run_1/port_trees.png
The bar under the picture is 50 um long.
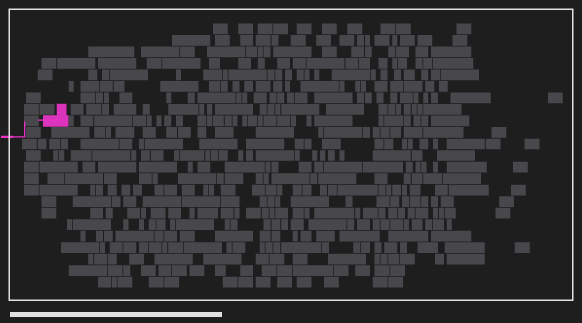
run_1/ff_map.png
Other sequential cells in the stronger gray, the rest of the logic in the fainter gray.
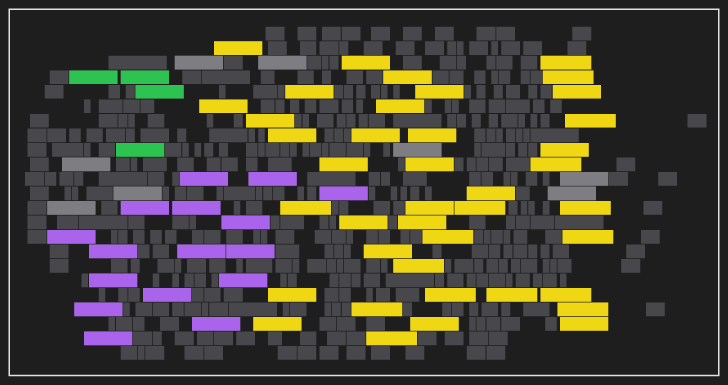
run_1/congestion_map.png
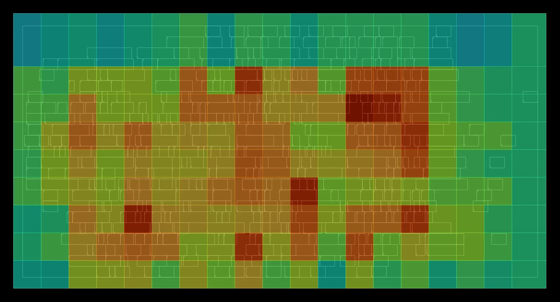
run_1/m1.png
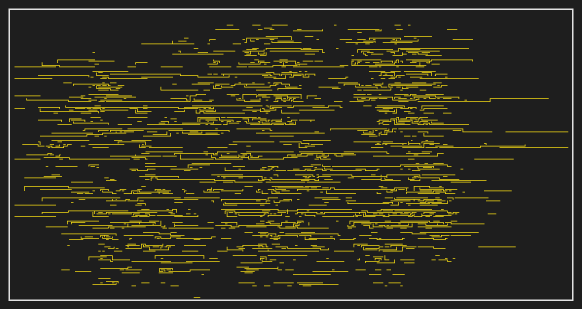
**src/rtl/obstacle_pkg.sv**
```systemverilog
// Shared types and default geometry for the obstacle scroll controller.
// lane_offset() gives each lane's staggered start position.
package obstacle_pkg;

  typedef enum logic [1:0] {
    IDLE  = 2'd0,
    RUN   = 2'd1,
    PAUSE = 2'd2
  } scroll_state_t;

  localparam int unsigned DEF_POS_MAX     = 680;
  localparam int unsigned DEF_LANE_OFFSET = 170;
  localparam int unsigned DEF_LEVEL_TICKS = 1800;

  function automatic int unsigned lane_offset(input int unsigned i,
                                              input int unsigned offset  = DEF_LANE_OFFSET,
                                              input int unsigned pos_max = DEF_POS_MAX);
    return (i * offset) % pos_max;
  endfunction

endpackage

```
**src/rtl/obstacle_scroll_ctrl_if.sv**
```systemverilog
// Control/status bundle between the game FSM (master) and the scroll controller (slave).
interface obstacle_scroll_ctrl_if #(
  parameter int unsigned NUM_LANES = 4,
  parameter int unsigned POS_W     = 10,
  parameter int unsigned TIME_W    = 16,
  parameter int unsigned LVL_W     = 4
) ();

  // There is no valid/ready pair here: every control is sampled on each clock edge,
  // every status output is registered, and level_done/wrap_pulse are one-cycle pulses.
  logic                         menu_screen;
  logic                         player_won;
  logic                         player_lost;
  logic                         start;
  logic                         pause;
  logic [NUM_LANES-1:0]         lane_reset;
  logic [NUM_LANES*POS_W-1:0]   obj_position;
  logic [NUM_LANES-1:0]         wrap_pulse;
  logic [TIME_W-1:0]            game_time;
  logic [LVL_W-1:0]             level;
  logic                         level_done;
  logic                         running;
  obstacle_pkg::scroll_state_t  state;

  modport master (
    output menu_screen, player_won, player_lost, start, pause, lane_reset,
    input  obj_position, wrap_pulse, game_time, level, level_done, running, state
  );

  modport slave (
    input  menu_screen, player_won, player_lost, start, pause, lane_reset,
    output obj_position, wrap_pulse, game_time, level, level_done, running, state
  );

endinterface

```
**src/rtl/lane_pos_counter.sv**
```systemverilog
// One obstacle lane: position register with offset load, wrap/restart to 0 and wrap pulse.
module lane_pos_counter #(
  parameter int unsigned POS_W   = 10,
  parameter int unsigned POS_MAX = 680,
  parameter int unsigned OFFSET  = 0
) (
  input  logic             clk,
  input  logic             reset_n,
  input  logic             load,
  input  logic             advance,
  input  logic             restart,
  input  logic [POS_W-1:0] step,
  output logic [POS_W-1:0] pos,
  output logic             wrap_pulse
);

  localparam logic [POS_W-1:0] OFF   = POS_W'(OFFSET);
  localparam logic [POS_W-1:0] LIMIT = POS_W'(POS_MAX);

  // The carry bit cannot be set: the top rejects POS_MAX+MAX_STEP >= 2**POS_W.
  logic [POS_W:0] sum;
  logic           unused_carry;
  assign sum          = {1'b0, pos} + {1'b0, step};
  assign unused_carry = sum[POS_W];

  always_ff @(posedge clk or negedge reset_n) begin
    if (!reset_n) begin
      pos        <= OFF;
      wrap_pulse <= 1'b0;
    end else begin
      wrap_pulse <= 1'b0;
      if (load) begin
        pos <= OFF;
      end else if (advance) begin
        if (pos >= LIMIT || restart) begin
          pos        <= '0;
          wrap_pulse <= 1'b1;
        end else begin
          pos <= sum[POS_W-1:0];
        end
      end
    end
  end

endmodule

```
**src/rtl/obstacle_scroll_ctrl.sv**
```systemverilog
// Multi-lane obstacle scroll controller: IDLE/RUN/PAUSE FSM, level timer and level counter.
// Define SCROLL_SPEED_RAMP_EN to make the scroll step grow with the level.
module obstacle_scroll_ctrl
  import obstacle_pkg::*;
#(
  parameter int unsigned NUM_LANES   = 4,
  parameter int unsigned POS_W       = 10,
  parameter int unsigned POS_MAX     = DEF_POS_MAX,
  parameter int unsigned LANE_OFFSET = DEF_LANE_OFFSET,
  parameter int unsigned BASE_STEP   = 5,
  parameter int unsigned MAX_STEP    = 15,
  parameter int unsigned TIME_W      = 16,
  parameter int unsigned LEVEL_TICKS = DEF_LEVEL_TICKS,
  parameter int unsigned LVL_W       = 4
) (
  input  logic                  clk,
  input  logic                  reset_n,
  obstacle_scroll_ctrl_if.slave bus
);

  if (POS_MAX + MAX_STEP >= 2**POS_W) begin : g_bad_params
    $error("obstacle_scroll_ctrl: POS_MAX + MAX_STEP must stay below 2**POS_W");
  end

  scroll_state_t     state_q;
  logic [TIME_W-1:0] game_time_q;
  logic [LVL_W-1:0]  level_q;
  logic              level_done_q;
  logic              running_q;

  logic abort, advance, level_end, lane_load, lane_step_en;
  assign abort        = bus.menu_screen | bus.player_won | bus.player_lost;
  assign advance      = (state_q == RUN) && !bus.pause && !abort;
  assign level_end    = advance && (game_time_q == TIME_W'(LEVEL_TICKS - 1));
  assign lane_load    = abort || level_end;
  assign lane_step_en = advance && !level_end;

  logic [POS_W-1:0] step;
`ifdef SCROLL_SPEED_RAMP_EN
  logic [POS_W:0] ramp;
  assign ramp = (POS_W+1)'(BASE_STEP) + (POS_W+1)'(level_q);
  assign step = (ramp > (POS_W+1)'(MAX_STEP)) ? POS_W'(MAX_STEP) : ramp[POS_W-1:0];
`else
  assign step = POS_W'(BASE_STEP);
`endif

  always_ff @(posedge clk or negedge reset_n) begin
    if (!reset_n) begin
      state_q      <= IDLE;
      game_time_q  <= '0;
      level_q      <= '0;
      level_done_q <= 1'b0;
      running_q    <= 1'b0;
    end else begin
      level_done_q <= 1'b0;
      if (abort) begin
        state_q     <= IDLE;
        game_time_q <= '0;
        level_q     <= '0;
        running_q   <= 1'b0;
      end else begin
        case (state_q)
          IDLE: if (bus.start) begin
            state_q   <= RUN;
            running_q <= 1'b1;
          end
          RUN: begin
            if (bus.pause) begin
              state_q   <= PAUSE;
              running_q <= 1'b0;
            end else if (level_end) begin
              level_done_q <= 1'b1;
              game_time_q  <= '0;
              if (level_q != {LVL_W{1'b1}}) level_q <= level_q + 1'b1;
            end else begin
              game_time_q <= game_time_q + 1'b1;
            end
          end
          PAUSE: if (!bus.pause) begin
            state_q   <= RUN;
            running_q <= 1'b1;
          end
          default: begin
            state_q   <= IDLE;
            running_q <= 1'b0;
          end
        endcase
      end
    end
  end

  logic [POS_W-1:0]     lane_pos [NUM_LANES];
  logic [NUM_LANES-1:0] lane_wrap;

  for (genvar i = 0; i < NUM_LANES; i++) begin : g_lane
    lane_pos_counter #(
      .POS_W   (POS_W),
      .POS_MAX (POS_MAX),
      .OFFSET  (lane_offset(i, LANE_OFFSET, POS_MAX))
    ) u_lane (
      .clk        (clk),
      .reset_n    (reset_n),
      .load       (lane_load),
      .advance    (lane_step_en),
      .restart    (bus.lane_reset[i]),
      .step       (step),
      .pos        (lane_pos[i]),
      .wrap_pulse (lane_wrap[i])
    );
    assign bus.obj_position[i*POS_W +: POS_W] = lane_pos[i];
  end

  assign bus.wrap_pulse = lane_wrap;
  assign bus.game_time  = game_time_q;
  assign bus.level      = level_q;
  assign bus.level_done = level_done_q;
  assign bus.running    = running_q;
  assign bus.state      = state_q;

endmodule

```
**src/flat_wrapper.sv**
```systemverilog
// flat-port wrapper written by rule: the top's interface ports become plain ports
module obstacle_scroll_ctrl_flat import obstacle_pkg::*;
#(
  parameter int unsigned NUM_LANES   = 4,
  parameter int unsigned POS_W       = 10,
  parameter int unsigned POS_MAX     = DEF_POS_MAX,
  parameter int unsigned LANE_OFFSET = DEF_LANE_OFFSET,
  parameter int unsigned BASE_STEP   = 5,
  parameter int unsigned MAX_STEP    = 15,
  parameter int unsigned TIME_W      = 16,
  parameter int unsigned LEVEL_TICKS = DEF_LEVEL_TICKS,
  parameter int unsigned LVL_W       = 4
)
  (clk, reset_n, bus_menu_screen, bus_player_won, bus_player_lost, bus_start, bus_pause, bus_lane_reset, bus_obj_position, bus_wrap_pulse, bus_game_time, bus_level, bus_level_done, bus_running, bus_state);
  obstacle_scroll_ctrl_if #(.NUM_LANES(NUM_LANES), .POS_W(POS_W), .TIME_W(TIME_W), .LVL_W(LVL_W)) bus_i ();
  input  logic clk;
  input  logic reset_n;
  input wire logic [$bits(bus_i.menu_screen)-1:0] bus_menu_screen;
  input wire logic [$bits(bus_i.player_won)-1:0] bus_player_won;
  input wire logic [$bits(bus_i.player_lost)-1:0] bus_player_lost;
  input wire logic [$bits(bus_i.start)-1:0] bus_start;
  input wire logic [$bits(bus_i.pause)-1:0] bus_pause;
  input wire logic [$bits(bus_i.lane_reset)-1:0] bus_lane_reset;
  output wire logic [$bits(bus_i.obj_position)-1:0] bus_obj_position;
  output wire logic [$bits(bus_i.wrap_pulse)-1:0] bus_wrap_pulse;
  output wire logic [$bits(bus_i.game_time)-1:0] bus_game_time;
  output wire logic [$bits(bus_i.level)-1:0] bus_level;
  output wire logic [$bits(bus_i.level_done)-1:0] bus_level_done;
  output wire logic [$bits(bus_i.running)-1:0] bus_running;
  output wire logic [$bits(bus_i.state)-1:0] bus_state;
  assign bus_i.menu_screen = bus_menu_screen;
  assign bus_i.player_won = bus_player_won;
  assign bus_i.player_lost = bus_player_lost;
  assign bus_i.start = bus_start;
  assign bus_i.pause = bus_pause;
  assign bus_i.lane_reset = bus_lane_reset;
  assign bus_obj_position = bus_i.obj_position;
  assign bus_wrap_pulse = bus_i.wrap_pulse;
  assign bus_game_time = bus_i.game_time;
  assign bus_level = bus_i.level;
  assign bus_level_done = bus_i.level_done;
  assign bus_running = bus_i.running;
  assign bus_state = bus_i.state;
  obstacle_scroll_ctrl #(.NUM_LANES(NUM_LANES), .POS_W(POS_W), .POS_MAX(POS_MAX), .LANE_OFFSET(LANE_OFFSET), .BASE_STEP(BASE_STEP), .MAX_STEP(MAX_STEP), .TIME_W(TIME_W), .LEVEL_TICKS(LEVEL_TICKS), .LVL_W(LVL_W)) u_core (.clk(clk), .reset_n(reset_n), .bus(bus_i));
endmodule
```
**config.mk**
```make
export PLATFORM = sky130hd
export DESIGN_NAME = obstacle_scroll_ctrl_flat
export DESIGN_NICKNAME = d
export VERILOG_FILES = /design/src/rtl/obstacle_pkg.sv /design/src/rtl/obstacle_scroll_ctrl_if.sv /design/src/rtl/lane_pos_counter.sv /design/src/rtl/obstacle_scroll_ctrl.sv /design/src/flat_wrapper.sv
export SDC_FILE = /design/constraint.sdc
export NUM_CORES = 1
export LEC_CHECK = 0
export CORE_ASPECT_RATIO = 0.5
export CORE_MARGIN = 2
export CORE_UTILIZATION = 45
export CTS_CLUSTER_DIAMETER = 100
export DETAILED_ROUTE_END_ITERATION = 10
export PLACE_DENSITY = 0.83
export SYNTH_ARGS = -nofsm -noshare
export SYNTH_HDL_FRONTEND = slang
export SYNTH_SLANG_ARGS = --single-unit
```
**constraint.sdc**
```tcl
create_clock -name clk -period 5 [get_ports clk]
set_input_delay 1.25 -clock clk [delete_from_list [all_inputs] [get_ports clk]]
set_output_delay 1.25 -clock clk [all_outputs]
set_load 0.01 [all_outputs]
```
==> qor.txt, run 1 <==
Status -> finished, final reports clean
Tool warnings -> 34
Floorplan utilization -> 46.4%
Number of enable flip-flop cells -> 0
Area leader, netlist -> dfrtp_1
Maximum vdd drop -> 0.186 mV
Hold_sp -> u_core.bus.game_time[1]
Synth async-reset ratio -> 100%
Drt wl/cell -> 15.4 um
GR Util All Layers -> 20.7%
Antenna violations before repair -> 0
Clock Path Buffers -> 2
PwrDens -> 274 nW/um2
Met2 routed WL -> 4310 um
Cell-internal power -> 0.00104 W
Die X -> 133 um
Num rows -> 23
Worst R2R Setup Slack -> 2.48 ns
Crit-path cells -> clkdlybuf4s50_1 -> or3b_1 -> nand2_2 -> nand2_2 -> or4_1 -> a21oi_1
CP delay by family, top -> simple AND/OR/NAND/NOR gates
Layout Area Growth over Synthesis -> 30.9%
Die H -> 68.4 um
Worst slew pin tran -> 0.904 ns
WL met3 -> 456 um
Worst min path class -> register to register
Synthesis area per yosys -> 3730 um2
Slowest stage cell, crit path -> or3b_1
Crit Reg-Reg Startpoint -> u_core.bus.state[1]
Cell total after placement -> 570
Comb pwr share -> 8.6%
H-tree depth -> 3
Post-CTS setup buffer count -> 0
Gpl congestion -> 0.835
DP HPWL -> 6330 um
CTS tree -> built
Crit Path Class -> input pin to register
Final min period -> 3.51 ns
Buf+Inv Stages, Crit Path -> 1
Rel. slew slack -> 39.7%
DRT antenna net count -> 0
Pleak -> 1.95 nW
Number of remaining DRC errors -> 0
Top area contributor share -> 34.9%
ANT cells -> 0
Sw Ratio -> 22.2%
Clock Tree Root -> clkbuf_16
Post-Route WL -> 9020 um
Clock sinks -> 68
Max Clock Freq -> 285 MHz
Part of the power in registers -> 43.2%
Top area cell types -> dfrtp_1 (35%), dfstp_2 (11%), nor2_1 (4.0%), nand2_1 (3.8%), o311ai_0 (3.5%)
Post_cts resized -> 0
Crit path arrival time -> 3.76 ns
First-pass GRT wire length -> 14,800 um
Hold buffer count at CTS -> 0
IO buf count -> 78
Initial DRT Pass Iterations -> 5
Worst-path clk slew -> 0.05 ns
Syn_nets -> 414
Most common cell on crit path -> nand2_2
Max Used Layer -> met4
Pre-CTS setup slack -> 1.17 ns
Pin count of the biggest net entering global routing -> 42
Final Max-Slew Violation Tally -> 0
CTS Buf Count -> 9
MaxCap Viol Count -> 0
Synthesized area -> 3730 um2
Critical Path End Type -> register
Req. time, crit path -> 5.26 ns
Yosys cell count -> 393
Most common logic cell in the routed design -> clkdlybuf4s50_1
Vias in the first global route -> 3,129
Power share of the clock group -> 48.2%
Flops after synth -> 68
Wl on met1 -> 4150 um
Synthesis Warnings -> 0
Mean Syn Cell Area -> 9.49 um2
IO Pins -> 79
Top Layout Cells -> clkdlybuf4s50_1 (77), dfrtp_1 (52), nor2_1 (40)
Seq share, synth -> 46.2%
Worst Setup SP -> bus_pause
Synth Flop Type -> dfrtp_1
Overflow after GRT -> 0
P_sw -> 0.000297 W
Final net count -> 490
Latency at later pin -> 0.33 ns
Crit-path max FO -> 31
Final WS setup -> 1.49 ns
Yosys cell types -> 56
Finished Layout Cells -> 586
Vias -> 3,327
Tcrit/Tclk final -> 70.1%
Die area -> 9070 um2
Post-Syn Instances -> 393
Core Region -> 8030 um2
CP Launch Type -> input pin
Slowest stage delay, CP -> 0.65 ns
Share of layout cells above drive strength 1 -> 10.1%
Worst Skew -> 0.00577 ns
Vias per cell -> 5.68
Setup TNS -> 0 ns
Setup-failing EPs final -> 0
Detailed router's first-iteration violation count -> 302
Unrepaired setup endpoints after global routing -> no
Fin. Hold Viols -> 0
## Picture notes: port_trees.png
- magenta: `bus_menu_screen` (direction input; end cells 2; buffers 1; wire 15.1 um)

## Picture notes: ff_map.png
- green: `u_core.bus.level` (sequential cells 4; where top left)
- yellow: `u_core.g_lane.u_lane.pos` (sequential cells 40)
- purple: `u_core.bus.game_time` (sequential cells 16)

## Picture notes: congestion_map.png
met3 usage: 5.11%
GR Layer Usage met1: 25.6%

## Picture notes: m1.png
- wire length on this layer: 4,150 um
- longest straight run: 26.7 um
- main direction: horizontal

==> run 1: layer usage <==
metal  vias to the layer above  track usage [%]
met5                         -                0
met4                         0             9.14
met3                        10             5.11
met2                       100             35.3
met1                      1614             25.6
li1                       1603                -
==> run 1: power groups by stage <==
stage	registers [W]	clock network (W)	logic (W)
2_1_floorplan	0.000586	0	0.0000612
3_3_place_gp	0.000586	0	0.000112
3_5_place_dp	0.000586	0	0.000114
4_1_cts	0.000577	0.000656	0.000115
5_1_grt	0.000579	0.000682	0.000127
6_report	0.000578	0.000644	0.000115
==> run 1: synth_stat cells (all sizes together), types with 2 or more instances <==
| cell | number |
|---|---|
| ha | 10 |
| and3 | 8 |
| o21ai | 24 |
| a311oi | 2 |
| nor4 | 3 |
| a31oi | 6 |
| a211o | 6 |
| xnor2 | 7 |
| nand4 | 9 |
| inv | 9 |
| a211oi | 6 |
| xor2 | 13 |
| dfrtp | 52 |
| a21oi | 19 |
| a21o | 7 |
| buf | 13 |
| nor2 | 41 |
| nand2b | 5 |
| nor3 | 18 |
| nor3b | 2 |
| dfstp | 16 |
| o311ai | 15 |
| or3 | 6 |
| and4 | 3 |
| o211ai | 3 |
| nand2 | 40 |
| o21a | 2 |
| clkbuf | 4 |
| nand3 | 25 |
| o22ai | 3 |
| a32oi | 2 |
| nor4b | 2 |
==> run 1: metrics by stage <==
stage               hold slack [ns]  utilization [%]  instance area (um2)  power, W
finish                        0.563             60.8                 4880   0.00134
global route                  0.597             60.8                 4880   0.00139
CTS                           0.566             60.8                 4880   0.00135
detailed placement            0.560             57.0                 4570  0.000700
global placement              0.536             57.0                 4570  0.000697
floorplan                     0.547                -                 3730  0.000648
==> run 1: cells by family (layout without fill, tap and decap cells) <==
group                      count (synthesis)  after routing  share of synthesized area (%)
AOI/OAI and AO/OA                        100            100                           19.1
xor gates and xnor gates                  20             20                           4.70
adders and majority gates                 10             10                           3.36
buffers and inverters                     26            107                           3.62
DFF                                       68             68                           46.2
muxes                                      2              2                          0.570
and+or+nand+nor                          167            167                           22.5
==> run 1: worst paths after layout <==
kind                            depth (start not counted)                              to
worst max-delay path                                    6  u_core.g_lane[2].u_lane.pos[5]
worst min-delay path                                    2         u_core.bus.game_time[1]
worst max register to register                          5  u_core.g_lane[2].u_lane.pos[5]
worst min register to register                          2         u_core.bus.game_time[1]
max in group asynchronous                               2  u_core.g_lane[1].u_lane.pos[7]
min in group asynchronous                               1        u_core.bus.game_time[14]
==> run 1: sequential cells by signal (all words and copies together) (netlist names) <==
register                         cells
u_core.g_lane.u_lane.pos            40
u_core.bus.game_time                16
u_core.bus.level                     4
u_core.g_lane.u_lane.wrap_pulse      4
u_core.bus.state                     2
u_core.bus.level_done                1
u_core.bus.running                   1
==> run 1: tightest hold or removal path: cells and delay by family, from the launching register on <==
kind,cells,cell delay [ns]
DFF,1,0.41
and+or+nand+nor,2,0.13
==> run 1: cell type report <==
cell class              count  area, um2
repair buffers             82        806
flip-flops and latches     68       1720
well taps                 112        140
inverters                   9       33.8
clock buffers              15        278
clock inverters             1       30.0
fillers                   659       3150
multi-input cells         299       1870
## Run 2: what changed since run 1
==> constraint.sdc (replaced) <==
create_clock -name clk -period 3.3 [get_ports clk]
set_input_delay 0.825 -clock clk [delete_from_list [all_inputs] [get_ports clk]]
set_output_delay 0.825 -clock clk [all_outputs]
set_load 0.01 [all_outputs]
run_2/ff_map.png
Other sequential cells in the stronger gray, the rest of the logic in the fainter gray.
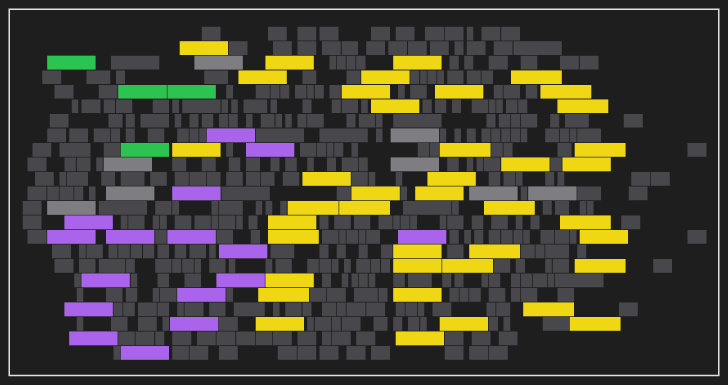
- purple: `u_core.bus.game_time` (sequential cells 16)
- green: `u_core.bus.level` (sequential cells 4; where top left)
- yellow: `u_core.g_lane.u_lane.pos` (sequential cells 40)
- not colored: 8

run_2/congestion_map.png
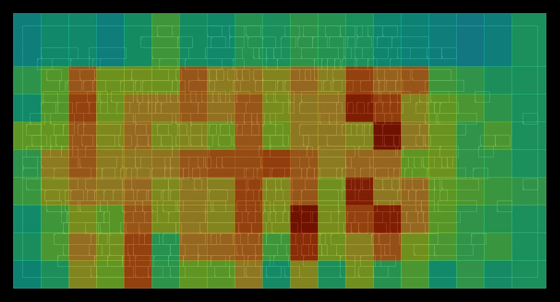
GRT busiest layer: met2
post-route core utilization: 60.9%
GR Layer Usage met1: 28.9%

==> qor.txt, run 2 <==
Status -> finished, final reports clean
Detailed router's first-iteration violation count -> 243 (-20%)
Floorplan utilization -> 46.4% (unchanged)
Yosys cell count -> 393 (unchanged)
PwrDens -> 397 nW/um2 (+45%)
Most common logic cell in the routed design -> clkdlybuf4s50_1
Tool warnings -> 34 (unchanged)
Worst-path clk slew -> 0.05 ns (about the same)
Rel. slew slack -> 52.6% (+13 points)
Vias -> 3,340 (+0.39%)
Top reg by flops -> u_core.g_lane.u_lane.pos
Req. time, crit path -> 3.51 ns (-1.75 ns)
GR Util All Layers -> 21.6% (+0.90 points)
ANT cells -> 0 (unchanged)
Fin. Hold Viols -> 0 (unchanged)
Latency at later pin -> 0.34 ns (about the same)
WL met3 -> 485 um (+6.4%)
Yosys top cell by instances -> dfrtp_1
IO buf count -> 78 (unchanged)
Number of enable flip-flop cells -> 0 (unchanged)
First-pass GRT wire length -> 15,200 um (+3.4%)
DP HPWL -> 6470 um (+2.2%)
Final Max-Slew Violation Tally -> 0 (unchanged)
Pleak -> 1.97 nW (+0.76%)
Final net count -> 496 (+1.2%)
Maximum vdd drop -> 0.301 mV (+62%)
Hold buffer count at CTS -> 0 (unchanged)
CP Launch Type -> input pin
Max Clock Freq -> 384 MHz
Synth async-reset ratio -> 100% (unchanged)
Tcrit/Tclk final -> 78.9%
Unrepaired setup endpoints after global routing -> no
Max reg flops -> 40 (unchanged)
Worst slew pin tran -> 0.711 ns (-0.193 ns)
Antenna violations before repair -> 0 (unchanged)
Post_cts resized -> 0 (unchanged)
Vias in the first global route -> 3,051 (-2.5%)
Share of layout cells above drive strength 1 -> 11.3% (+1.1 points)
Pin count of the biggest net entering global routing -> 33 (-21%)
Clock Tree Root -> clkbuf_16
DRT antenna net count -> 0 (unchanged)
Area leader, netlist -> dfrtp_1
Seq share, synth -> 46.2% (unchanged)
H-tree depth -> 3 (unchanged)
Final min period -> 2.60 ns
Max Used Layer -> met4
Crit path arrival time -> 2.81 ns (-0.95 ns)
Worst min path class -> input pin to async pin
Top area contributor share -> 34.9% (unchanged)
Post-Route WL -> 9280 um (+2.9%)
Overflow after GRT -> 0 (unchanged)
Setup TNS -> 0 ns (unchanged)
Most frequent cells after synthesis -> dfrtp_1 (52), nor2_1 (40), nand2_1 (38)
Synth Flop Type -> dfrtp_1
Core Region -> 8030 um2 (unchanged)
Die H -> 68.4 um (unchanged)
Gpl congestion -> 0.856 (+2.5%)
MaxCap Viol Count -> 0 (unchanged)
Num rows -> 23 (unchanged)
Wl on met1 -> 4350 um (+4.9%)
Worst Skew -> 0.00367 ns (-0.00211 ns)
Post-Syn Instances -> 393 (unchanged)
Crit-path max FO -> 12 (-61%)
Crit Path Class -> input pin to register
IO Pins -> 79 (unchanged)
Critical Path End Type -> register
Synthesis Warnings -> 0 (unchanged)
Initial DRT Pass Iterations -> 5 (unchanged)
Drt wl/cell -> 15.7 um (+1.9%)
Met2 routed WL -> 4310 um (-0.12%)
Die X -> 133 um (unchanged)
Setup-failing EPs final -> 0 (unchanged)
Clock sinks -> 68 (unchanged)
Mean Syn Cell Area -> 9.49 um2 (unchanged)
Cell total after placement -> 576 (+1.1%)
Vias per cell -> 5.64 (-0.63%)
Synthesized area -> 3730 um2 (unchanged)
Flops after synth -> 68 (unchanged)
Syn_nets -> 414 (unchanged)
Post-CTS setup buffer count -> 0 (unchanged)
Top area cell types -> dfrtp_1 (35%), dfstp_2 (11%), nor2_1 (4.0%), nand2_1 (3.8%), o311ai_0 (3.5%)
Synthesis area per yosys -> 3730 um2 (unchanged)
Clock Path Buffers -> 2 (unchanged)
CTS tree -> built
CTS Buf Count -> 9 (unchanged)
Layout Area Growth over Synthesis -> 31.2%
Yosys cell types -> 56 (unchanged)
Finished Layout Cells -> 592 (+1.0%)
Top Layout Cells -> clkdlybuf4s50_1 (77), dfrtp_1 (52), nor2_1 (40)
Number of remaining DRC errors -> 0 (unchanged)
Die area -> 9070 um2 (unchanged)
-- run 2: layout make-up --
type | count | area (um2)
Clock buffer | 14 | 264
Clock inverter | 2 | 10.0
Fill cell | 674 | 3140
Inverter | 9 | 33.8
Multi-Input combinational cell | 299 | 1870
Sequential cell | 68 | 1720
Tap cell | 112 | 140
Timing Repair Buffer | 88 | 851
-- run 2: final timing paths --
check | from | to | slack, ns | depth (start not counted)
worst max-delay path | bus_player_lost | u_core.g_lane[0].u_lane.pos[4] | 0.70 | 5
worst min register to register | u_core.g_lane[3].u_lane.pos[1] | u_core.g_lane[3].u_lane.pos[1] | 0.56 | 2
min in group clk | u_core.g_lane[3].u_lane.pos[1] | u_core.g_lane[3].u_lane.pos[1] | 0.56 | 2
max in group asynchronous | reset_n | u_core.g_lane[3].u_lane.pos[6] | 1.94 | 2
worst max register to register | u_core.bus.game_time[0] | u_core.g_lane[0].u_lane.pos[4] | 1.10 | 6
worst min-delay path | reset_n | u_core.bus.game_time[4] | 0.54 | 1
-- run 2: routing by layer --
metal / GRT usage, % / vias up
met4: 8.20 / 0
li1: - / 1612
met1: 28.9 / 1618
met2: 34.5 / 98
met3: 5.48 / 12
met5: 0 / -
-- run 2: per-stage QoR --
stage / area [um2] / power (W) / setup WS (ns) / util [%] / hold slack [ns]
after floorplan: 3730 / 0.000981 / 1.18 / - / 0.529
after global placement: 4620 / 0.00106 / 0.408 / 57.5 / 0.539
after detailed placement: 4620 / 0.00107 / 0.334 / 57.5 / 0.557
after CTS: 4890 / 0.00196 / 0.684 / 60.9 / 0.559
after global routing: 4890 / 0.00201 / 0.458 / 60.9 / 0.584
final: 4890 / 0.00194 / 0.696 / 60.9 / 0.538
-- run 2: worst max-delay path: stages --
cell             delay [ns]
clkdlybuf4s50_1        0.45
or3_1                  0.61
a211oi_4               0.37
nand2_1                0.20
o311ai_0               0.35
-- run 2: logic make-up after synthesis --
logic type	share of synthesized area (%)
AND/OR/NAND/NOR	22.5
AND-OR/OR-AND	19.1
buffers and inverters	3.62
flip-flops	46.2
XOR/XNOR	4.70
multiplexers	0.570
adder cells (fa/ha/maj)	3.36
-- run 2: where the power goes --
group / internal [W] / switching, W
logic: 0.0000758 / 0.000103
registers: 0.000854 / 0.0000206
clock network: 0.000547 / 0.000343
total: 0.00148 / 0.000467
## Run 3: what changed since run 2
--- a/config.mk
+++ b/config.mk
@@ -10,7 +10,7 @@
 export CORE_UTILIZATION = 45
 export CTS_CLUSTER_DIAMETER = 100
 export DETAILED_ROUTE_END_ITERATION = 10
-export PLACE_DENSITY = 0.83
+export PLACE_DENSITY = 0.86
 export SYNTH_ARGS = -nofsm -noshare
 export SYNTH_HDL_FRONTEND = slang
 export SYNTH_SLANG_ARGS = --single-unit
==> constraint.sdc (replaced) <==
create_clock -name clk -period 2.2 [get_ports clk]
set_input_delay 0.55 -clock clk [delete_from_list [all_inputs] [get_ports clk]]
set_output_delay 0.55 -clock clk [all_outputs]
set_load 0.01 [all_outputs]
run_3/congestion_map.png
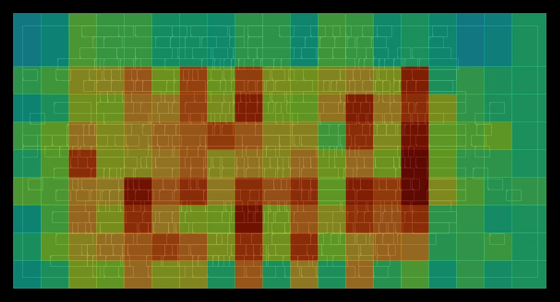
GR Util All Layers: 22.1%
drt wl/cell: 15.3 um
met2 Use GR: 35.7%

run_3/port_trees.png
The bar under the picture is 50 um long.
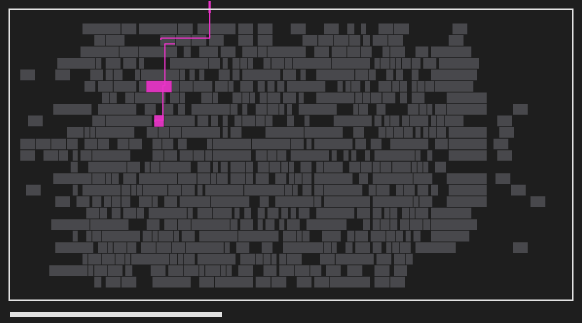
- magenta: `bus_menu_screen` (direction input; end cells 2; buffers 1; wire 41.2 um)

==> qor.txt, run 3 <==
Top area contributor share -> 34.9% (unchanged)
Tool warnings -> 34 (unchanged)
Latency at later pin -> 0.34 ns (about the same)
P_sw -> 0.000731 W (+57%)
Synthesized area -> 3730 um2 (unchanged)
Synth async-reset ratio -> 100% (unchanged)
Rel. slew slack -> 62.8% (+10 points)
Crit-path max FO -> 5 (-7)
Vias in the first global route -> 3,218 (+5.5%)
Hold buffer count at CTS -> 0 (unchanged)
Req. time, crit path -> 2.43 ns (-1.08 ns)
Yosys cell types -> 56 (unchanged)
Max reg flops -> 40 (unchanged)
Post-Route WL -> 9380 um (+1.1%)
CP Launch Type -> register
Maximum vdd drop -> 0.407 mV (+36%)
Status -> finished, final reports clean
Overflow after GRT -> 0 (unchanged)
H-tree depth -> 3 (unchanged)
Critical Path End Type -> register
Vias per cell -> 5.60 (-0.68%)
Clock sinks -> 68 (unchanged)
Final WS setup -> 0.111 ns (-0.585 ns)
IO Pins -> 79 (unchanged)
Pin count of the biggest net entering global routing -> 50 (+52%)
Post-route core utilization -> 64.5% (+3.6 points)
Hold slack -> 0.167 ns (-0.371 ns)
Die X -> 133 um (unchanged)
First-pass GRT wire length -> 15,700 um (+2.9%)
Yosys top cell by instances -> dfrtp_1
DP HPWL -> 6600 um (+2.0%)
Top reg by flops -> u_core.g_lane.u_lane.pos
CTS tree -> built
Power Total -> 0.00337 W (+73%)
DRT antenna net count -> 0 (unchanged)
Yosys cell count -> 393 (unchanged)
Die H -> 68.4 um (unchanged)
Gpl congestion -> 0.894 (+4.4%)
Number of enable flip-flop cells -> 0 (unchanged)
Vias -> 3,435 (+2.8%)
Top Layout Cells -> clkdlybuf4s50_1 (77), dfrtp_1 (52), nor2_1 (39)
Share of layout cells above drive strength 1 -> 15.8% (+4.5 points)
Max Clock Freq -> 479 MHz
Setup-failing EPs final -> 0 (unchanged)
Num rows -> 23 (unchanged)
Number of remaining DRC errors -> 0 (unchanged)
Die area -> 9070 um2 (unchanged)
Synthesis Warnings -> 0 (unchanged)
Worst Skew -> 0.00462 ns (+0.000958 ns)
Crit path arrival time -> 2.31 ns (-0.50 ns)
Final Max-Slew Violation Tally -> 0 (unchanged)
Comb pwr share -> 8.9% (-0.3 points)
Pleak -> 2.12 nW (+8.0%)
Comb gate area -> 1870 um2 (+0.13%)
Seq share, synth -> 46.2% (unchanged)
Top area cell types -> dfrtp_1 (35%), dfstp_2 (11%), nor2_1 (4.0%), nand2_1 (3.8%), o311ai_0 (3.5%)
CTS Buf Count -> 9 (unchanged)
Finished Layout Cells -> 613 (+3.5%)
Worst min path class -> input pin to async pin
IO buf count -> 78 (unchanged)
Flop area -> 1720 um2 (unchanged)
Worst-path clk slew -> 0.06 ns (about the same)
Most common logic cell in the routed design -> clkdlybuf4s50_1
Fill cells -> 622 (-7.7%)
Power share of the clock group -> 52.2% (+6.4 points)
Clock Tree Root -> clkbuf_16
Area leader, netlist -> dfrtp_1
Part of the power in registers -> 38.9% (-6.1 points)
ANT cells -> 0 (unchanged)
Cell-internal power -> 0.00264 W (+79%)
Pre-CTS setup slack -> -0.226 ns (-0.560 ns)
MaxCap Viol Count -> 0 (unchanged)
Sw Ratio -> 21.7% (-2.3 points)
Post-Syn Instances -> 393 (unchanged)
Final min period -> 2.09 ns
Clock Path Buffers -> 2 (unchanged)
Detailed router's first-iteration violation count -> 262 (+7.8%)
Synth Flop Type -> dfrtp_1
Core Region -> 8030 um2 (unchanged)
Cell total after placement -> 596 (+3.5%)
Syn_nets -> 414 (unchanged)
Worst slew pin tran -> 0.555 ns (-0.155 ns)
Floorplan utilization -> 46.4% (unchanged)
Most frequent cells after synthesis -> dfrtp_1 (52), nor2_1 (40), nand2_1 (38)
Antenna violations before repair -> 0 (unchanged)
Layout Area Growth over Synthesis -> 38.9%
Mean Syn Cell Area -> 9.49 um2 (unchanged)
Initial DRT Pass Iterations -> 5 (unchanged)
Synthesis area per yosys -> 3730 um2 (unchanged)
Flops after synth -> 68 (unchanged)
Tcrit/Tclk final -> 95.0%
PwrDens -> 650 nW/um2 (+64%)
Final net count -> 517 (+4.2%)
Fin. Hold Viols -> 0 (unchanged)
Crit Path Class -> register to register
==> run 3: stage by stage <==
step	setup TNS (ns)	instance area, um2
4_1_cts	0	5170
3_3_place_gp	-4.22	4810
6_report	0	5180
3_5_place_dp	-5.71	4810
2_1_floorplan	0	3730
5_1_grt	-0.0130	5180
==> run 3: power by group through the flow <==
stage / Combinational [W] / Clock [W] / Sequential [W]
2_1_floorplan: 0.000139 / 0 / 0.00133
3_3_place_gp: 0.000292 / 0 / 0.00133
3_5_place_dp: 0.000298 / 0 / 0.00133
4_1_cts: 0.000300 / 0.00178 / 0.00131
5_1_grt: 0.000332 / 0.00184 / 0.00132
6_report: 0.000300 / 0.00176 / 0.00131
==> run 3: final timing paths <==
check	to	from	slack [ns]	depth (start not counted)
max	u_core.bus.level[1]	u_core.bus.game_time[0]	0.11	7
min	u_core.bus.game_time[10]	reset_n	0.17	1
max reg2reg	u_core.bus.level[1]	u_core.bus.game_time[0]	0.11	7
min reg2reg	u_core.bus.game_time[1]	u_core.bus.game_time[1]	0.55	2
max in group asynchronous	u_core.g_lane[1].u_lane.pos[3]	reset_n	1.35	2
min in group clk	u_core.bus.game_time[1]	u_core.bus.game_time[1]	0.55	2
==> run 3: final cells by class <==
type	instances	area share [%]
clock buffers	9	4.35
clock inverters	7	2.68
inverters	9	0.652
multi-input cells	299	36.2
flip-flops and latches	68	33.2
well taps	112	2.71
repair buffers	109	20.2
==> run 3: cells by family after synthesis <==
group	Yosys count	share of synthesized area, %
xor gates and xnor gates	20	4.70
adders and majority gates	10	3.36
and+or+nand+nor	167	22.5
AOI/OAI and AO/OA	100	19.1
buffers and inverters	26	3.62
muxes	2	0.570
DFF	68	46.2
==> run 3: metal layers <==
layer	track usage, %	wire, um
met3	5.93	546
met1	28.3	4280
met4	10.6	177
met5	0	0
met2	35.7	4380
==> run 3: worst max-delay path, cell delays in order, from the launching register on <==
cell	delay, ns
dfrtp_1	0.41
ha_1	0.23
nor4b_1	0.37
nand4_1	0.20
buf_4	0.21
a311oi_2	0.27
mux2i_1	0.22
nor2_1	0.05
==> run 3: what timing repair did <==
action,in CTS,in global routing
endpoints found under the hold margin,0,0
resized,0,1
setup endpoints to repair,0,6
buffers inserted,0,1
No activity file was given, so power comes from the tool's default toggle rates.
